`src/rtl/stdp_pkg.sv`:
```
// Shared types and helpers for the RNL neuron column: FSM state encoding,
// default neuron constants and a saturating adder.
package stdp_pkg;

  typedef enum logic [1:0] {
    IDLE      = 2'd0,
    INTEGRATE = 2'd1,
    FINISH    = 2'd2
  } rnl_state_t;

  localparam int DEF_NUM_INPUTS  = 16;
  localparam int DEF_WEIGHT_W    = 3;
  localparam int DEF_TIME_PERIOD = 8;
  localparam int DEF_THRESHOLD   = 24;

  // Clamp the sum to max so the body potential can never wrap back below threshold.
  function automatic int unsigned sat_add(input int unsigned a,
                                          input int unsigned b,
                                          input int unsigned max);
    int unsigned sum;
    sum = a + b;
    return (sum > max) ? max : sum;
  endfunction

endpackage : stdp_pkg

```
`src/rtl/rnl_neuron_gamma_weighted_spike_sum.sv`:
```
// Combinational masked sum: adds the weight of every synapse whose step spike
// is already high, producing the per-cycle potential increment.
module weighted_spike_sum
  import stdp_pkg::*;
#(
  parameter int NUM_INPUTS = DEF_NUM_INPUTS,
  parameter int WEIGHT_W   = DEF_WEIGHT_W,
  parameter int INC_W      = $clog2(NUM_INPUTS * (2**WEIGHT_W - 1) + 1)
) (
  input  logic [NUM_INPUTS*WEIGHT_W-1:0] i_weights,
  input  logic [NUM_INPUTS-1:0]          i_spike_in,
  output logic [INC_W-1:0]               o_inc
);

  // NOTE: every variable written in always_comb gets a default first, so no path leaves it unassigned (no latch).
  always_comb begin
    o_inc = '0;
    for (int i = 0; i < NUM_INPUTS; i++) begin
      if (i_spike_in[i]) begin
        o_inc = o_inc + INC_W'(i_weights[i*WEIGHT_W +: WEIGHT_W]);
      end
    end
  end

endmodule : weighted_spike_sum

```
`src/rtl/rnl_neuron_gamma.sv`:
```
// Ramp-no-leak neuron with gamma-cycle step counter. Optional lateral
// inhibition input is enabled by defining RNL_WTA_INHIBIT_EN.
`ifndef LOG_TIME_PERIOD
`define LOG_TIME_PERIOD 3
`endif

module rnl_neuron_gamma
  import stdp_pkg::*;
#(
  parameter int NUM_INPUTS  = DEF_NUM_INPUTS,
  parameter int WEIGHT_W    = DEF_WEIGHT_W,
  parameter int TIME_PERIOD = 2**`LOG_TIME_PERIOD,
  parameter int THRESHOLD   = DEF_THRESHOLD
) (
  input  logic                           clk,
  input  logic                           rst_l,
  input  logic                           start,
  input  logic [NUM_INPUTS*WEIGHT_W-1:0] weights,
  input  logic [NUM_INPUTS-1:0]          spike_in,
`ifdef RNL_WTA_INHIBIT_EN
  input  logic                           inhibit_in,
`endif
  output logic [`LOG_TIME_PERIOD:0]      time_val,
  output logic                           busy,
  output logic                           spike_out,
  output logic [`LOG_TIME_PERIOD:0]      out_time,
  output logic                           done
);

  localparam int          TW      = `LOG_TIME_PERIOD + 1;
  localparam int          INC_W   = $clog2(NUM_INPUTS * (2**WEIGHT_W - 1) + 1);
  localparam int          POT_W   = $clog2(THRESHOLD + 1) + 1;
  localparam int unsigned POT_MAX = (32'd1 << POT_W) - 32'd1;

  rnl_state_t       r_state;
  logic [TW-1:0]    r_time_val;
  logic [POT_W-1:0] r_potential;
  logic             r_busy;
  logic             r_spike_out;
  logic [TW-1:0]    r_out_time;
  logic             r_done;
`ifdef RNL_WTA_INHIBIT_EN
  logic             r_inhibited;
`endif

  logic [INC_W-1:0] w_inc;
  logic [POT_W-1:0] w_pot_next;
  logic             w_last_step;
  logic             w_fire;

  weighted_spike_sum #(
    .NUM_INPUTS (NUM_INPUTS),
    .WEIGHT_W   (WEIGHT_W),
    .INC_W      (INC_W)
  ) u_sum (
    .i_weights  (weights),
    .i_spike_in (spike_in),
    .o_inc      (w_inc)
  );

  assign w_pot_next  = POT_W'(sat_add(32'(r_potential), 32'(w_inc), POT_MAX));
  assign w_last_step = (r_time_val == TW'(TIME_PERIOD - 1));

  // Fire decision uses the potential including this step's increment, so a
  // spike seen at step t shows on spike_out right after that edge.
`ifdef RNL_WTA_INHIBIT_EN
  assign w_fire = (r_state == INTEGRATE) && !r_spike_out && !r_inhibited && !inhibit_in &&
                  (w_pot_next >= POT_W'(THRESHOLD));
`else
  assign w_fire = (r_state == INTEGRATE) && !r_spike_out &&
                  (w_pot_next >= POT_W'(THRESHOLD));
`endif

  // NOTE: sequential state uses non-blocking assignments only, so every register samples pre-edge values.
  always_ff @(posedge clk) begin
    if (!rst_l) begin
      r_state     <= IDLE;
      r_time_val  <= '0;
      r_potential <= '0;
      r_busy      <= 1'b0;
      r_spike_out <= 1'b0;
      r_out_time  <= TW'(TIME_PERIOD);
      r_done      <= 1'b0;
`ifdef RNL_WTA_INHIBIT_EN
      r_inhibited <= 1'b0;
`endif
    end else begin
      case (r_state)
        IDLE: begin
          r_done <= 1'b0;
          if (start) begin
            r_state     <= INTEGRATE;
            r_time_val  <= '0;
            r_potential <= '0;
            r_busy      <= 1'b1;
            r_spike_out <= 1'b0;
            r_out_time  <= TW'(TIME_PERIOD);
`ifdef RNL_WTA_INHIBIT_EN
            r_inhibited <= 1'b0;
`endif
          end
        end

        INTEGRATE: begin
          r_potential <= w_pot_next;
          if (w_last_step) begin
            r_state <= FINISH;
            r_done  <= 1'b1;
          end else begin
            r_time_val <= r_time_val + TW'(1);
          end
          if (w_fire) begin
            r_spike_out <= 1'b1;
            r_out_time  <= r_time_val;
          end
`ifdef RNL_WTA_INHIBIT_EN
          // Only inhibition arriving before the fire matters; afterwards the result stands.
          if (inhibit_in && !r_spike_out) begin
            r_inhibited <= 1'b1;
          end
`endif
        end

        FINISH: begin
          r_state <= IDLE;
          r_done  <= 1'b0;
          r_busy  <= 1'b0;
        end

        default: begin
          r_state <= IDLE;
          r_done  <= 1'b0;
          r_busy  <= 1'b0;
        end
      endcase
    end
  end

  assign time_val  = r_time_val;
  assign busy      = r_busy;
  assign spike_out = r_spike_out;
  assign out_time  = r_out_time;
  assign done      = r_done;

endmodule : rnl_neuron_gamma

```
`config.mk`:
```
export PLATFORM = sky130hd
export DESIGN_NAME = rnl_neuron_gamma
export DESIGN_NICKNAME = d
export VERILOG_FILES = /design/src/rtl/stdp_pkg.sv /design/src/rtl/rnl_neuron_gamma_weighted_spike_sum.sv /design/src/rtl/rnl_neuron_gamma.sv
export SDC_FILE = /design/constraint.sdc
export NUM_CORES = 1
export LEC_CHECK = 0
export CORE_UTILIZATION = 55
export CTS_BUF_LIST = sky130_fd_sc_hd__clkbuf_4
export CTS_CLUSTER_DIAMETER = 100
export DETAILED_ROUTE_END_ITERATION = 6
export GPL_TIMING_DRIVEN = 1
export PLACE_DENSITY_LB_ADDON = 0.08
export REMOVE_ABC_BUFFERS = 1
export SLEW_MARGIN = 30
export SYNTH_ARGS = -nofsm -noshare
export SYNTH_HDL_FRONTEND = slang
export SYNTH_SLANG_ARGS = --single-unit
```
`constraint.sdc`:
```
create_clock -name clk -period 30.7 [get_ports clk]
set_input_delay 3.07 -clock clk [delete_from_list [all_inputs] [get_ports clk]]
set_output_delay 3.07 -clock clk [all_outputs]
set_load 0.05 [all_outputs]
```
### Signal metal coverage by tile, run 1

The die is cut into 19 by 19 equal tiles; white is low, dark blue is high, scaled to the fullest tile. Values are wire area over tile area, all layers added.
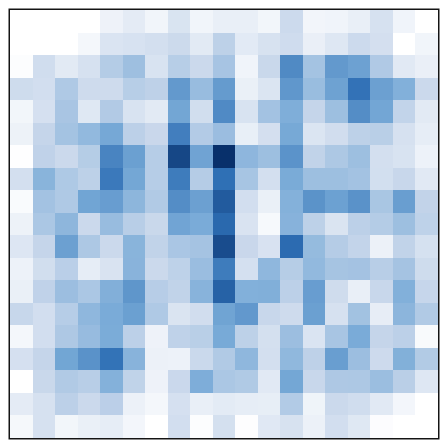
15% of the tiles are over half the peak. The fullest tile reaches 0.59. The emptiest ninth of the die: top left.

### Pin map, run 1

The bar under the picture is 20 um long. Pins as bars across the die edge, other pins in grey.
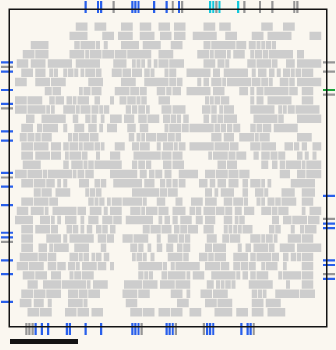
Blue is weights, pins 48, direction input, edge 19 bottom, 14 left, 9 top, 6 right. Cyan is out_time, pins 4, direction output, edge top. Green is rst_l, pins 1, direction input, edge right.
All pins by edge: 26 bottom, 22 top, 18 left, 12 right.

### Clock routing, run 1

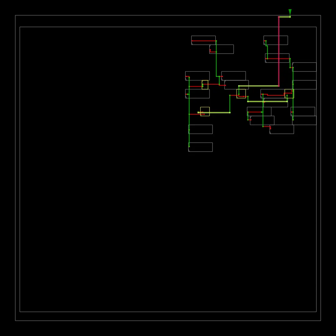
total number of sequential cells: 19
CTS sink cnt: 19
CLK BUF: 3
Setup Skew: 0.000886 ns
Skew-Pair Late Insertion Delay: 0.29 ns

==> run_results.csv, run 1 <==
group,metric,value,unit
final_timing,worst_pin_slew,0.793,ns
worst_setup_path,end_kind,"flop",
drt,drc_errors,0,
final_layout,mostFrequentLayoutCells,"clkdlybuf4s50_1, inv_1, ha_1",
cts,holdBufCountCts,0,
worst_setup_path,critical_path_class,"input pin to flop",
floorplanning,die-height,93.3,um
status,status,"complete, no violations",
final_layout,utilization,69.2,%
final_layout,fin_area,0.00546,mm2
final_layout,comb_area_share,72.2,%
final_timing,max_freq,0.0557,GHz
worst_setup_path,r2r_end,"out_time[3]",
yosys,synthXorXnorAreaFrac,13.1,%
drt,drt-wirelength-per-cell,12.9,um
drt,wl_met2,5.13,mm
final_layout,area_growth,19.0,%
floorplanning,chip_area,0.00871,mm2
placement,gp_congestion,0.847,
placement,port_buffers,77,
placement,dp_cells,745,
yosys,fa_ha_area_share,21.4,%
final_layout,diodes,0,
min_path,hold_depth,2,
yosys,synth_top_area_share,14.5,%
final_timing,slew_violations,0,
cts,cts_resized,0,
cts,cts.clk_slew.worst_paths,0.10,ns
drt,dr_wl_met3,207,um
[run 1: worst max-delay path: cells and delay by family]
kind	cells	cell delay, ns
adders and majority gates	17	7.49
AOI/OAI and AO/OA	15	2.46
muxes	7	1.92
and+or+nand+nor	14	1.56
buffers and inverters	10	1.36
xor gates and xnor gates	2	0.29
[run 1: metal layers]
layer	GRT usage (%)	vias up
met5	0	-
met4	5.26	0
met3	2.11	10
met2	45.7	66
met1	25.9	2029
li1	-	2187
[run 1: state kept, by name (all words and copies together) (netlist names)]
| name | flops |
|---|---|
| out_time | 4 |
| r_state | 2 |
| busy | 1 |
| time_val | 4 |
| r_potential | 6 |
| done | 1 |
| spike_out | 1 |
### Selected gate families, run 1

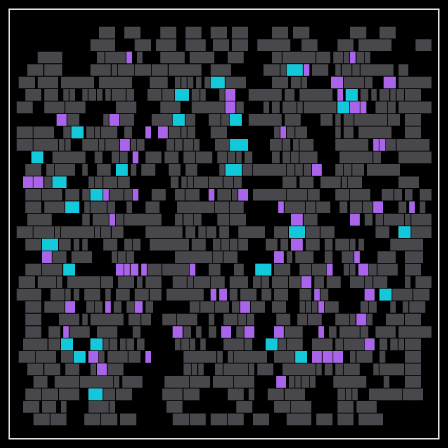

==> inputs of run 2 (changes only) <==
==> constraint.sdc (replaced) <==
create_clock -name clk -period 17.86 [get_ports clk]
set_input_delay 1.786 -clock clk [delete_from_list [all_inputs] [get_ports clk]]
set_output_delay 1.786 -clock clk [all_outputs]
set_load 0.05 [all_outputs]
### Selected gate families, run 2

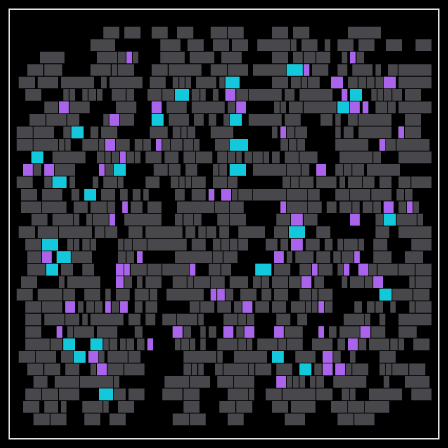
Cyan is non-inverting ao/oa cells, cells 27, where widely spread. Purple is nor cells, cells 68.

==> run 2 against run 1 <==
- largest cell class unchanged
- highest routed layer unchanged
- synthesized cell count is the same
- worst setup slack lost 12 ns
- critical path depth is the same
- via count shrank 0.47%
- synthesized area is the same
- clock skew grew 0.0025 ns
- clock-buffer cell count grew 1
==> run_results.csv, run 2 <==
group,metric,value,unit
status,status,"complete, no violations",
global_route,antenna_found_initial,0,
worst_setup_path,crit_cells,65,
worst_setup_path,r2r_end,"out_time[3]",
cts,cts.sinks,19,
final_layout,largest_reg_flops,6,
worst_setup_path,end_kind,"flop",
final_timing,period_needed,16.60,ns
min_path,hold_depth,2,
worst_setup_path,max_stage_delay,0.51,ns
placement,dp_cells,745,
yosys,synth_top_area_share,14.5,%
final_layout,nets,784,
final_layout,utilization,69.3,%
final_timing,slew_violations,0,
global_route,met1_usage,26.3,%
yosys,synthMostInstantiatedCell,"inv_1",
drt,drc_errors,0,
final_layout,diodes,0,
worst_setup_path,critical_path_class,"input pin to flop",
yosys,fa_ha_area_share,21.4,%
yosys,synthXorXnorAreaFrac,13.1,%
final_layout,largest_register,"r_potential",
global_route,met3_usage,1.38,%
final_layout,area_growth,19.1,%
final_timing,worst_pin_slew,0.799,ns
drt,drt-wirelength-per-cell,12.9,um
placement,port_buffers,77,
global_route,grt_overflow,0,
cts,cts.clk_slew.worst_paths,0.10,ns
worst_setup_path,path_delay_family,"adder cells",
final_layout,mostFrequentLayoutCells,"clkdlybuf4s50_1, inv_1, ha_1",
worst_setup_path,crit_slowest_cell,"clkdlybuf4s50_1",
floorplanning,chip_area,0.00871,mm2
global_route,met2_usage,45.6,%
placement,gp_congestion,0.848,
floorplanning,die-height,93.3,um
cts,h-tree-depth,1,
### Clock routing, run 2

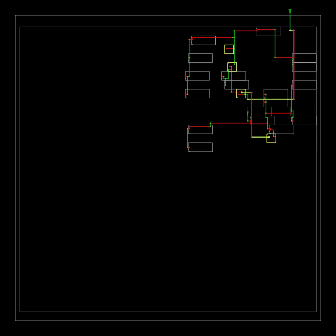
Skew-Pair Late Insertion Delay: 0.30 ns
Setup Skew: 0.00339 ns
CLK BUF: 4

run 2: cell counts after synthesis:
No cell type changed its count.
run 2: final cells by class:
class / instances / area (um2)
fill: 665 / 2420
multi-input combinational: 491 / 3950
inverter: 56 / 210
timing repair buffer: 77 / 771
sequential: 19 / 380
clock buffer: 4 / 30.0
tap: 102 / 128
run 2: timing repair:
action	CTS	global route
gates resized	0	1
hold buffers	0	0
setup endpoints to repair	0	1
hold endpoints to repair	0	0
run 2: routing by layer:
| layer | wire (um) | part of all wire [%] |
|---|---|---|
| met1 | 4170 | 43 |
| met2 | 5200 | 54 |
| met3 | 167 | 1.7 |
| met4 | 137 | 1.4 |
| met5 | 0 | 0 |
